run_1/port_trees.png
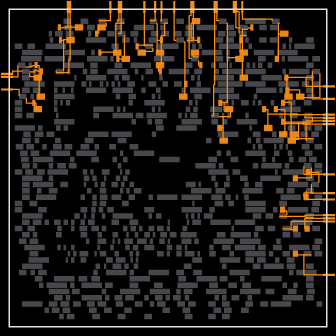
run_1/m3.png
The bar under the picture is 50 um long.
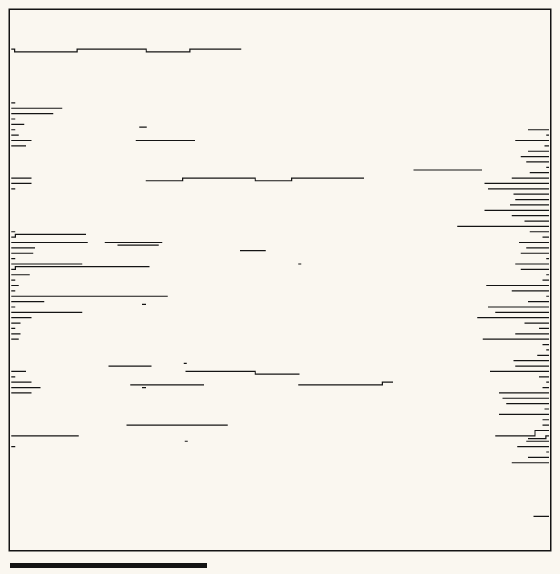
run_1/gates.png
The bar under the picture is 50 um long.
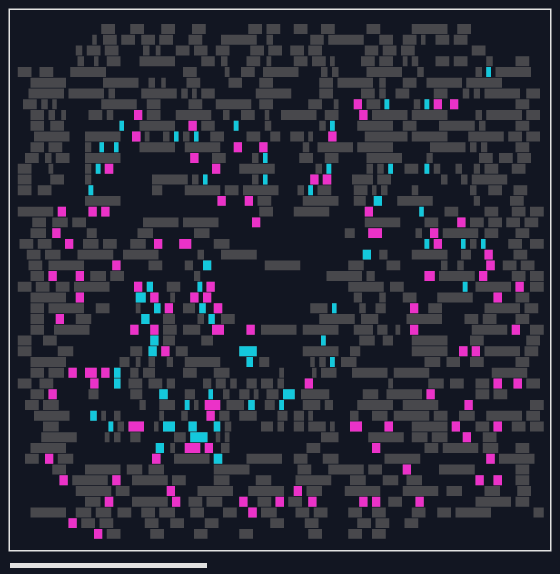
[config.mk]
export PLATFORM = sky130hd
export DESIGN_NAME = lsu_ctrl
export DESIGN_NICKNAME = d
export VERILOG_FILES = /design/src/rtl/lsu_ctrl.sv
export SDC_FILE = /design/constraint.sdc
export NUM_CORES = 1
export LEC_CHECK = 0
export CAP_MARGIN = 20
export CELL_PAD_IN_SITES_DETAIL_PLACEMENT = 1
export CELL_PAD_IN_SITES_GLOBAL_PLACEMENT = 1
export CORE_UTILIZATION = 30
export DETAILED_ROUTE_END_ITERATION = 8
export PLACE_DENSITY_LB_ADDON = 0.1
export SYNTH_ARGS = -nofsm -noshare
export SYNTH_HDL_FRONTEND = slang
export SYNTH_SLANG_ARGS = --single-unit
export TNS_END_PERCENT = 10
[constraint.sdc]
create_clock -name clk -period 5.1 [get_ports clk]
set_input_delay 0.765 -clock clk [delete_from_list [all_inputs] [get_ports clk]]
set_output_delay 0.765 -clock clk [all_outputs]
set_load 0.02 [all_outputs]
[src/rtl/lsu_ctrl.sv]
// -----------------------------------------------------------------------------
// lsu_ctrl -- load/store sequencer for a byte-addressed data memory.
//
// Accepts one load or store at a time from the core. It drives the memory's
// mem_read and mem_write strobes and returns a one-cycle response pulse. The
// memory always writes a full 32-bit word, so byte and halfword stores are
// done as read-modify-write. Load results are sign- or zero-extended according
// to the RISC-V funct3 encoding. Accesses that run past ADDR_LIMIT, and
// illegal funct3 codes, are rejected with resp_err.
//
// Optional build macro:
//   MISALIGN_TRAP_EN  misaligned LH/LHU/SH (addr[0]) and LW/SW (addr[1:0])
//                     are rejected with no memory strobe. When this macro is
//                     undefined, misaligned accesses proceed normally and
//                     only the range check applies.
//
// Parameters:
//   ADDR_LIMIT   data memory size in bytes; an access must have
//                addr + size <= ADDR_LIMIT.
//
// Ports:
//   clk, rst_n   clock; asynchronous active-low reset
//   req_valid    in   request present
//   req_ready    out  unit idle, request accepted on valid && ready edge
//   req_we       in   1 = store, 0 = load
//   req_funct3   in   access size / signedness (RISC-V encoding)
//   req_addr     in   byte address
//   req_wdata    in   store data (low bytes used for SB/SH)
//   resp_valid   out  one-cycle completion pulse
//   resp_rdata   out  extended load data; 0 for stores and errors
//   resp_err     out  request rejected (qualifies resp_valid)
//   mem_read     out  memory read strobe (RD state only)
//   mem_write    out  memory write strobe (WR state only)
//   mem_addr     out  memory byte address
//   mem_wdata    out  memory write word
//   mem_rdata    in   memory read word, valid the cycle after mem_read
// -----------------------------------------------------------------------------
module lsu_ctrl #(
  parameter int unsigned ADDR_LIMIT = 256
) (
  input  logic        clk,
  input  logic        rst_n,
  input  logic        req_valid,
  output logic        req_ready,
  input  logic        req_we,
  input  logic [2:0]  req_funct3,
  input  logic [31:0] req_addr,
  input  logic [31:0] req_wdata,
  output logic        resp_valid,
  output logic [31:0] resp_rdata,
  output logic        resp_err,
  output logic        mem_read,
  output logic        mem_write,
  output logic [31:0] mem_addr,
  output logic [31:0] mem_wdata,
  input  logic [31:0] mem_rdata
);

  // ---------------------------------------------------------------------------
  // State encoding
  // ---------------------------------------------------------------------------
  localparam logic [2:0] S_IDLE = 3'd0;  // waiting for a request
  localparam logic [2:0] S_RD   = 3'd1;  // mem_read strobe
  localparam logic [2:0] S_CAP  = 3'd2;  // mem_rdata valid: extract or merge
  localparam logic [2:0] S_WR   = 3'd3;  // mem_write strobe
  localparam logic [2:0] S_ERR  = 3'd4;  // rejected request, one cycle

  // funct3 low bits encode the access size for both loads and stores.
  localparam logic [1:0] SZ_BYTE = 2'b00;
  localparam logic [1:0] SZ_HALF = 2'b01;
  localparam logic [1:0] SZ_WORD = 2'b10;

  // The range limit is widened to 33 bits so that addr + size cannot wrap.
  localparam logic [32:0] LIMIT_33 = 33'(ADDR_LIMIT);

  // ---------------------------------------------------------------------------
  // Helper functions
  // ---------------------------------------------------------------------------

  // Number of bytes touched by an access of the given size code.
  function automatic logic [2:0] access_bytes(input logic [1:0] sz);
    case (sz)
      SZ_BYTE: access_bytes = 3'd1;
      SZ_HALF: access_bytes = 3'd2;
      default: access_bytes = 3'd4;
    endcase
  endfunction

  // Pick the addressed bytes out of the memory word and extend them.
  // The byte at mem_addr always arrives on [7:0], so no lane shifting is needed.
  function automatic logic [31:0] load_extend(input logic [2:0]  f3,
                                              input logic [31:0] word);
    case (f3)
      3'b000:  load_extend = {{24{word[7]}},  word[7:0]};   // LB
      3'b001:  load_extend = {{16{word[15]}}, word[15:0]};  // LH
      3'b100:  load_extend = {24'h0,          word[7:0]};   // LBU
      3'b101:  load_extend = {16'h0,          word[15:0]};  // LHU
      default: load_extend = word;                          // LW
    endcase
  endfunction

  // Merge sub-word store data into the word read back from memory.
  // Only SB and SH reach this path; SW bypasses the read.
  function automatic logic [31:0] store_merge(input logic [2:0]  f3,
                                              input logic [31:0] old_word,
                                              input logic [31:0] new_data);
    if (f3[1:0] == SZ_HALF) begin
      store_merge = {old_word[31:16], new_data[15:0]};
    end else begin
      store_merge = {old_word[31:8], new_data[7:0]};
    end
  endfunction

  // ---------------------------------------------------------------------------
  // State and request registers
  // ---------------------------------------------------------------------------
  logic [2:0]  state;
  logic        we_q;
  logic [2:0]  funct3_q;
  logic [31:0] addr_q;
  logic [31:0] wdata_q;   // store data; holds the merged word for SB/SH

  // ---------------------------------------------------------------------------
  // Request classification (combinational, evaluated on the incoming request)
  // ---------------------------------------------------------------------------
  logic        funct3_bad;
  logic        range_bad;
  logic        misalign_bad;
  logic        req_bad;
  logic        req_full_store;  // SW: no read needed, straight to WR
  logic [32:0] req_end;

  always_comb begin
    // NOTE: every signal assigned in this block gets a default first, so no
    // path through the case statements can leave a value held (no latch).
    funct3_bad   = 1'b0;
    range_bad    = 1'b0;
    misalign_bad = 1'b0;
    req_end      = 33'h0;

    // 011, 110 and 111 are illegal for both loads and stores; stores also
    // have no unsigned variants, so bit 2 set on a store is illegal.
    case (req_funct3)
      3'b011, 3'b110, 3'b111: funct3_bad = 1'b1;
      default:                funct3_bad = req_we & req_funct3[2];
    endcase

    req_end   = {1'b0, req_addr} + {30'h0, access_bytes(req_funct3[1:0])};
    range_bad = (req_end > LIMIT_33);

`ifdef MISALIGN_TRAP_EN
    case (req_funct3[1:0])
      SZ_HALF: misalign_bad = req_addr[0];
      SZ_WORD: misalign_bad = |req_addr[1:0];
      default: misalign_bad = 1'b0;
    endcase
`else
    // The memory is byte-addressed, so misaligned accesses are legal.
    misalign_bad = 1'b0;
`endif
  end

  assign req_bad        = funct3_bad | range_bad | misalign_bad;
  assign req_full_store = req_we & (req_funct3[1:0] == SZ_WORD);

  // ---------------------------------------------------------------------------
  // Sequencer
  // ---------------------------------------------------------------------------
  always_ff @(posedge clk or negedge rst_n) begin
    if (!rst_n) begin
      // The request registers are cleared as well, so an operation cut short
      // by reset (including a half-merged word) leaves nothing behind.
      state      <= S_IDLE;
      we_q       <= 1'b0;
      funct3_q   <= 3'b000;
      addr_q     <= 32'h0;
      wdata_q    <= 32'h0;
      resp_valid <= 1'b0;
      resp_err   <= 1'b0;
      resp_rdata <= 32'h0;
    end else begin
      // NOTE: all state here uses non-blocking assignment, so every register
      // sees the pre-edge value of every other register regardless of order.
      // The response is a single-cycle pulse; it is raised only on the
      // completing transition below.
      resp_valid <= 1'b0;
      resp_err   <= 1'b0;
      resp_rdata <= 32'h0;

      case (state)
        S_IDLE: begin
          if (req_valid) begin
            we_q     <= req_we;
            funct3_q <= req_funct3;
            addr_q   <= req_addr;
            wdata_q  <= req_wdata;
            if (req_bad) begin
              state <= S_ERR;
            end else if (req_full_store) begin
              state <= S_WR;
            end else begin
              // Loads, and SB/SH which must fetch the surrounding word first.
              state <= S_RD;
            end
          end
        end

        S_RD: begin
          state <= S_CAP;
        end

        S_CAP: begin
          if (we_q) begin
            wdata_q <= store_merge(funct3_q, mem_rdata, wdata_q);
            state   <= S_WR;
          end else begin
            resp_valid <= 1'b1;
            resp_rdata <= load_extend(funct3_q, mem_rdata);
            state      <= S_IDLE;
          end
        end

        S_WR: begin
          resp_valid <= 1'b1;
          state      <= S_IDLE;
        end

        S_ERR: begin
          resp_valid <= 1'b1;
          resp_err   <= 1'b1;
          state      <= S_IDLE;
        end

        default: begin
          state <= S_IDLE;
        end
      endcase
    end
  end

  // ---------------------------------------------------------------------------
  // Outputs
  // ---------------------------------------------------------------------------
  // Strobes and the memory bus are decoded straight from the state register,
  // so an asynchronous reset drops them at once, before any pending WR edge.
  assign req_ready = (state == S_IDLE);
  assign mem_read  = (state == S_RD);
  assign mem_write = (state == S_WR);
  assign mem_addr  = (mem_read || mem_write) ? addr_q : 32'h0;
  assign mem_wdata = mem_write ? wdata_q : 32'h0;

endmodule

==> run notes, run 1 <==
Flow results follow.

The final instance area is 7955 um2. The die covers 18,700 um2. The met1 routing resource usage after global routing is 24.02%.

The total cells reported by yosys after synthesis is 529. The floorplan net count is 636. The largest power group is sequential cells.

The worst-case hold path end point is wdata_q[28]. The cell count along the critical path is 11. The post-cts hold buffer count is 0. Summing all multi-input logic gate instances after layout gives 2590 um2. The number of clock sinks seen by CTS is 105.

The number of gates resized after CTS was 0. The post-layout net count is 821. The total global routing overflow is 0. The biggest area consumer among cell classes is flip-flops and latches. The later pin in the worst-skew pair is clocked with a latency of 0.35 ns. Of all flip-flops after synthesis, the portion carrying an async set or reset was 100.0%.

The detailed route wirelength on metal3 is 1018 um. The power dissipated in combinational cells is 283 uW. The horizontal die dimension is 136.7 um. In the layout the commonest cells are clkdlybuf4s50_1, dfrtp_1, and2_1. The power share of the clock group is 36.0%. Per the detail_route log, the uppermost layer with routed signals is met4. The proportion of layout cells with a drive suffix above 1 is 12.10%. The most common flop cell mapped by yosys is dfrtp_1. The final worst-path setup slack is 1.681 ns.

The launching point of the worst reg2reg path is state[1]. The count of buffers added by post-CTS timing repair for setup is 0. The report gives the cell count of the worst hold path as 2.

The synthesis report lists the Yosys warning total as 0. The combinational share of power is 14.5%. The area fraction in full adders, half adders and majority gates is 1.057%. The floorplan step records an initial core utilization of 31.06%. The antenna diode instance count is 0. The maximum count of clock buffers along a single path is 2.

The inserted tap cell count is 225. The period utilization is 67.04%. Setup repair after global routing left no endpoint under its margin.

The tool flagged a number of max-cap violations equal to 0. The kind of cell adding the most delay to the critical path is AND-OR/OR-AND gates. Per the synthesis report, the simple-gate share of the synthesized area is 20.79%. In the power breakdown, the internal column shows 1450 uW. The met2 wire length is 8341 um. In this run, the synthesized area fraction spent on xor and xnor cells is recorded as 0.1608%. The part of the power in registers is 49.4%. Looking at the setup timing report, the critical path kind is primary input to flop.

Switching power as a fraction of the total was reported as 25.51%. The number of clock-tree buffers in the layout is 12. The critical hold path startpoint is wdata_q[28].

The worst slack at placement is 1.319 ns. The critical path startpoint category is a primary input. The most common cell in the netlist is dfrtp_1. The initial antenna violation count is 0.

The met1 wire length is 7469 um. The flop-to-flop setup slack is 2.30 ns. The number of synthesized flops with an enable pin is 0. After layout, the setup clock skew is reported as 0.006806 ns.

The clock transition time at the flip-flop clock pins of the worst setup and hold paths is 0.07 ns. The final setup violation count is 0. The plain and repair buffers instantiated in the layout total 211. The worst reg2reg path endpoint is resp_rdata[28]. Synthesis handed over a netlist of 529 instances.

For this run, the chip area from Yosys synthesis comes to 5446 um2. Counting the buffers created by CTS gives 9. The most critical hold endpoint after final layout shows a slack of 0.4777 ns. The script reports the combined buffer and inverter count of the critical path as 1. The max-slew violation total from the final report is 0. In this run, the number of DRC markers left after iteration 0 of detailed routing was 211. The number of sequential cells reported for the layout is 105. Dividing the detail-routed wire length by the instance count gives 17.99 um. After layout, the minimum clock period comes to 3.419 ns.

The run finished with clean final reports. The report lists the power per cell area as 244.8 nW/um2. The first-pass iteration count of the detailed router is 4. The number of global-route vias before repair came to 5,137. The library cell with the largest summed area after synthesis is dfrtp_1. Per the detail_route report, DRC violations left total 0. The largest individual stage delay along the critical path comes from the cell clkdlybuf4s50_1. The critical path endpoint has a required time of 5.36 ns. Yosys reports the multiplexer fraction of the synthesized area as 14.47%. The report lists the cells along the critical path as clkdlybuf4s50_1, nor2_1, ha_1, fa_1, a21o_1, and4_4, a311o_1, a211oi_2, and4_1, nand4_2, o31ai_2.

The net switching power is 496.7 uW. In this run the VDD rail shows a maximum IR drop of 0.0001902 V. The number of placed instances, taps included, is 926.
Notes on port_trees.png above:
| colour | port | direction | end cells | wire |
|---|---|---|---|---|
| orange | mem_rdata | input | 58 | 978 um |

Notes on m3.png above:
nets with wire on the layer: 113
share of all routed wire: 6.0%
wire length on this layer: 1,020 um
main direction: horizontal
via count: 4,728
met3 usage in global routing: 4.333%
Routed WL: 16,990 um

Notes on gates.png above:
| colour | family | cells |
|---|---|---|
| magenta | and/or cells | 100 |
| cyan | nand cells | 57 |
commonest non-fill, non-tap cell in the layout: clkdlybuf4s50_1
fraction of area in multi-input gates: 32.56%
final instance count without filler cells: 944

==> run 1 -> run 2 <==
==> constraint.sdc (replaced) <==
create_clock -name clk -period 3.3 [get_ports clk]
set_input_delay 0.495 -clock clk [delete_from_list [all_inputs] [get_ports clk]]
set_output_delay 0.495 -clock clk [all_outputs]
set_load 0.02 [all_outputs]
run_2/gates.png
The bar under the picture is 50 um long.
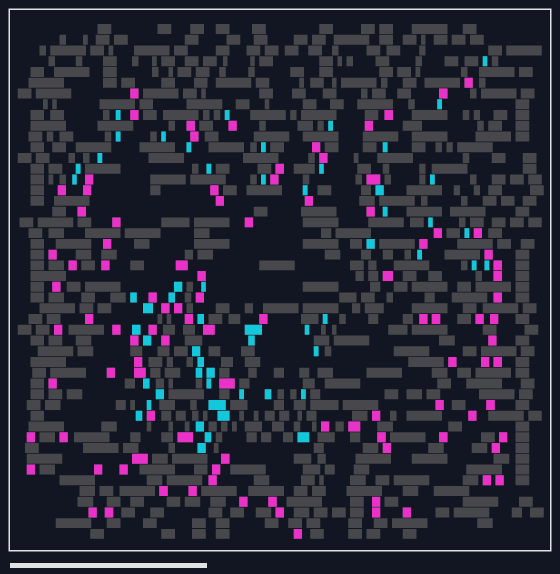
| colour | family | cells |
|---|---|---|
| magenta | and/or cells | 100 |
| cyan | nand cells | 57 |
final instance count without filler cells: 954
fraction of area in multi-input gates: 32.17%

==> run notes, run 2 <==
Flow results follow.

The flow ran to the end, and the final reports show no timing, DRC or antenna violations. The number of gates resized after cts is 0 (unchanged). The post-synth area from yosys stat is 5446 um2 (unchanged). The highest metal layer carrying signal wires in the routed design is met4. The total cells reported by yosys after synthesis is 529 (unchanged). Sorting the Yosys area breakdown by cell type puts at the top dfrtp_1. Yosys instantiated no cell more often than dfrtp_1.

The met2 wire length is 8494 um (+1.8%). The die area is 18,700 um2 (unchanged). The power density relative to cell area is 372.3 nW/um2 (+52%).

The post-cts hold buffer count is 0 (unchanged). The number of global-route vias before repair is 5,137 (unchanged). The proportion of layout cells with a drive suffix above 1 came to 13.72% (+1.6 points). The average routed wire per standard cell is 17.97 um (-0.14%).

The clock insertion delay at the later pin of the skew report was 0.35 ns (about the same). The largest power group is sequential cells. The worst vdd rail ir drop is 0.0002372 V (+25%). The count of unresolved DRC violations after routing is 0 (unchanged). The effective utilization at floorplan is 31.06% (unchanged).

The worst slack at placement is 0.03188 ns (-1.287 ns). The number of clock-tree buffers in the layout is 11 (-1). The share of synthesized cell area in and, or, nand and nor gates was 20.79% (unchanged). The number of buffers other than clock buffers in the final layout is 221 (+4.7%).

The internal power is 2215 uW (+53%). The largest individual stage delay along the critical path comes from the cell clkdlybuf4s50_1. The total global routing overflow is 0 (unchanged).

The inserted tap cell count came to 225 (unchanged). In this run the clock root is driven by a clkbuf_16. The top cell type in the final layout, fill and taps aside, is clkdlybuf4s50_1. The met1 routing resource usage after global routing is 24.08% (+0.061 points). The power dissipated in combinational cells is 449 uW (+59%). The final instance area is 8050 um2 (+1.2%). The via count is 4,760 (+0.68%). The detailed route wirelength on metal3 is 798 um (-22%). The number of placed cells counting well taps is 938 (+1.3%). The max-slew violation total from the final report is 0 (unchanged). The cell count along the critical path was 11 (unchanged). The final setup violation count is 0 (unchanged). The number of clock sinks seen by CTS was 105 (unchanged).

The part of the power in registers is 49.6% (+0.2 points). The number of synthesized flops with an enable pin is 0 (unchanged). The number of warnings printed during yosys synthesis is 0 (unchanged).

The clock transition time at the flip-flop clock pins of the worst setup and hold paths is 0.07 ns (about the same). The total power draw is 2997 uW. The mux contribution to synthesized area is 14.47% (unchanged). By area, flip-flops and latches come first. Looking at the reg2reg group, the worst path ends at wdata_q[10]. The final worst-path setup slack is 0.3693 ns (-1.312 ns).

The kind of cell adding the most delay to the critical path is simple AND/OR/NAND/NOR gates. Leaving out fill and tap cells, the most frequent cells in the layout are clkdlybuf4s50_1, dfrtp_1, and2_1. The flop-to-flop setup slack is 0.94 ns (-1.36 ns). Counting I/O delays and the setup requirement, the final critical path takes 2.931 ns. The worst setup path is launched from a primary input. The multi-input combinational cell area was 2590 um2 (unchanged).

The number of buffers and inverters on the critical path came to 2 (+1). The power share of the clock group is 35.4% (-0.6 points). The final wirelength is 17,140 um (+0.92%). The maximum count of clock buffers along a single path came to 2 (unchanged). The count of mapped cells out of synthesis is 529 (unchanged). The worst path required time is 3.56 ns (-1.80 ns). The most used flip-flop cell after synthesis is dfrtp_1. The category of the most critical setup path is primary input to flop. The combinational share of power came to 15.0% (+0.5 points).

The worst hold margin was 0.2187 ns (-0.2590 ns). The final worst clock skew is 0.007927 ns (+0.001121 ns). The global-route track usage on met3 is 3.074% (-1.3 points). The report lists the cells along the critical path as clkdlybuf4s50_1, buf_4, nor2b_1, ha_1, and3_1, o211ai_2, o21ai_0, nor3b_1, nor4_2, nand4_2, o31ai_2.

STA lists the startpoint of the worst register-to-register path as state[1]. The antenna diode instance count is 0 (unchanged). The initial antenna violation count is 0 (unchanged). The standard-cell row count is 48.

The count of buffers added by post-CTS timing repair for setup is 0 (unchanged). The horizontal die dimension is 136.7 um (unchanged). The final sequential cell count was 105 (unchanged). The period utilization is 88.81%. The tally of max-capacitance violations was 0 (unchanged).

The net switching power was 781.7 uW (+57%). The first-pass iteration count of the detailed router was 4 (unchanged). The TritonCTS buffer count is 9 (unchanged).

Setup repair after global routing left no endpoint under its margin. The sequential cell area share is 32.64%. The area fraction in full adders, half adders and majority gates is 1.057% (unchanged). The floorplan net count is 636 (unchanged).
run_2/port_trees.png
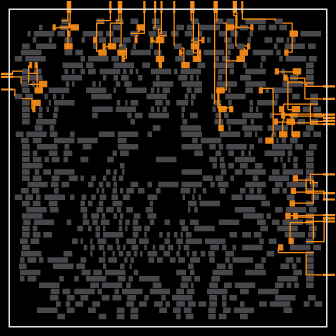
number of buffers added on ports: 203
Boundary Pins: 204

Power and IR drop assume default switching activity.
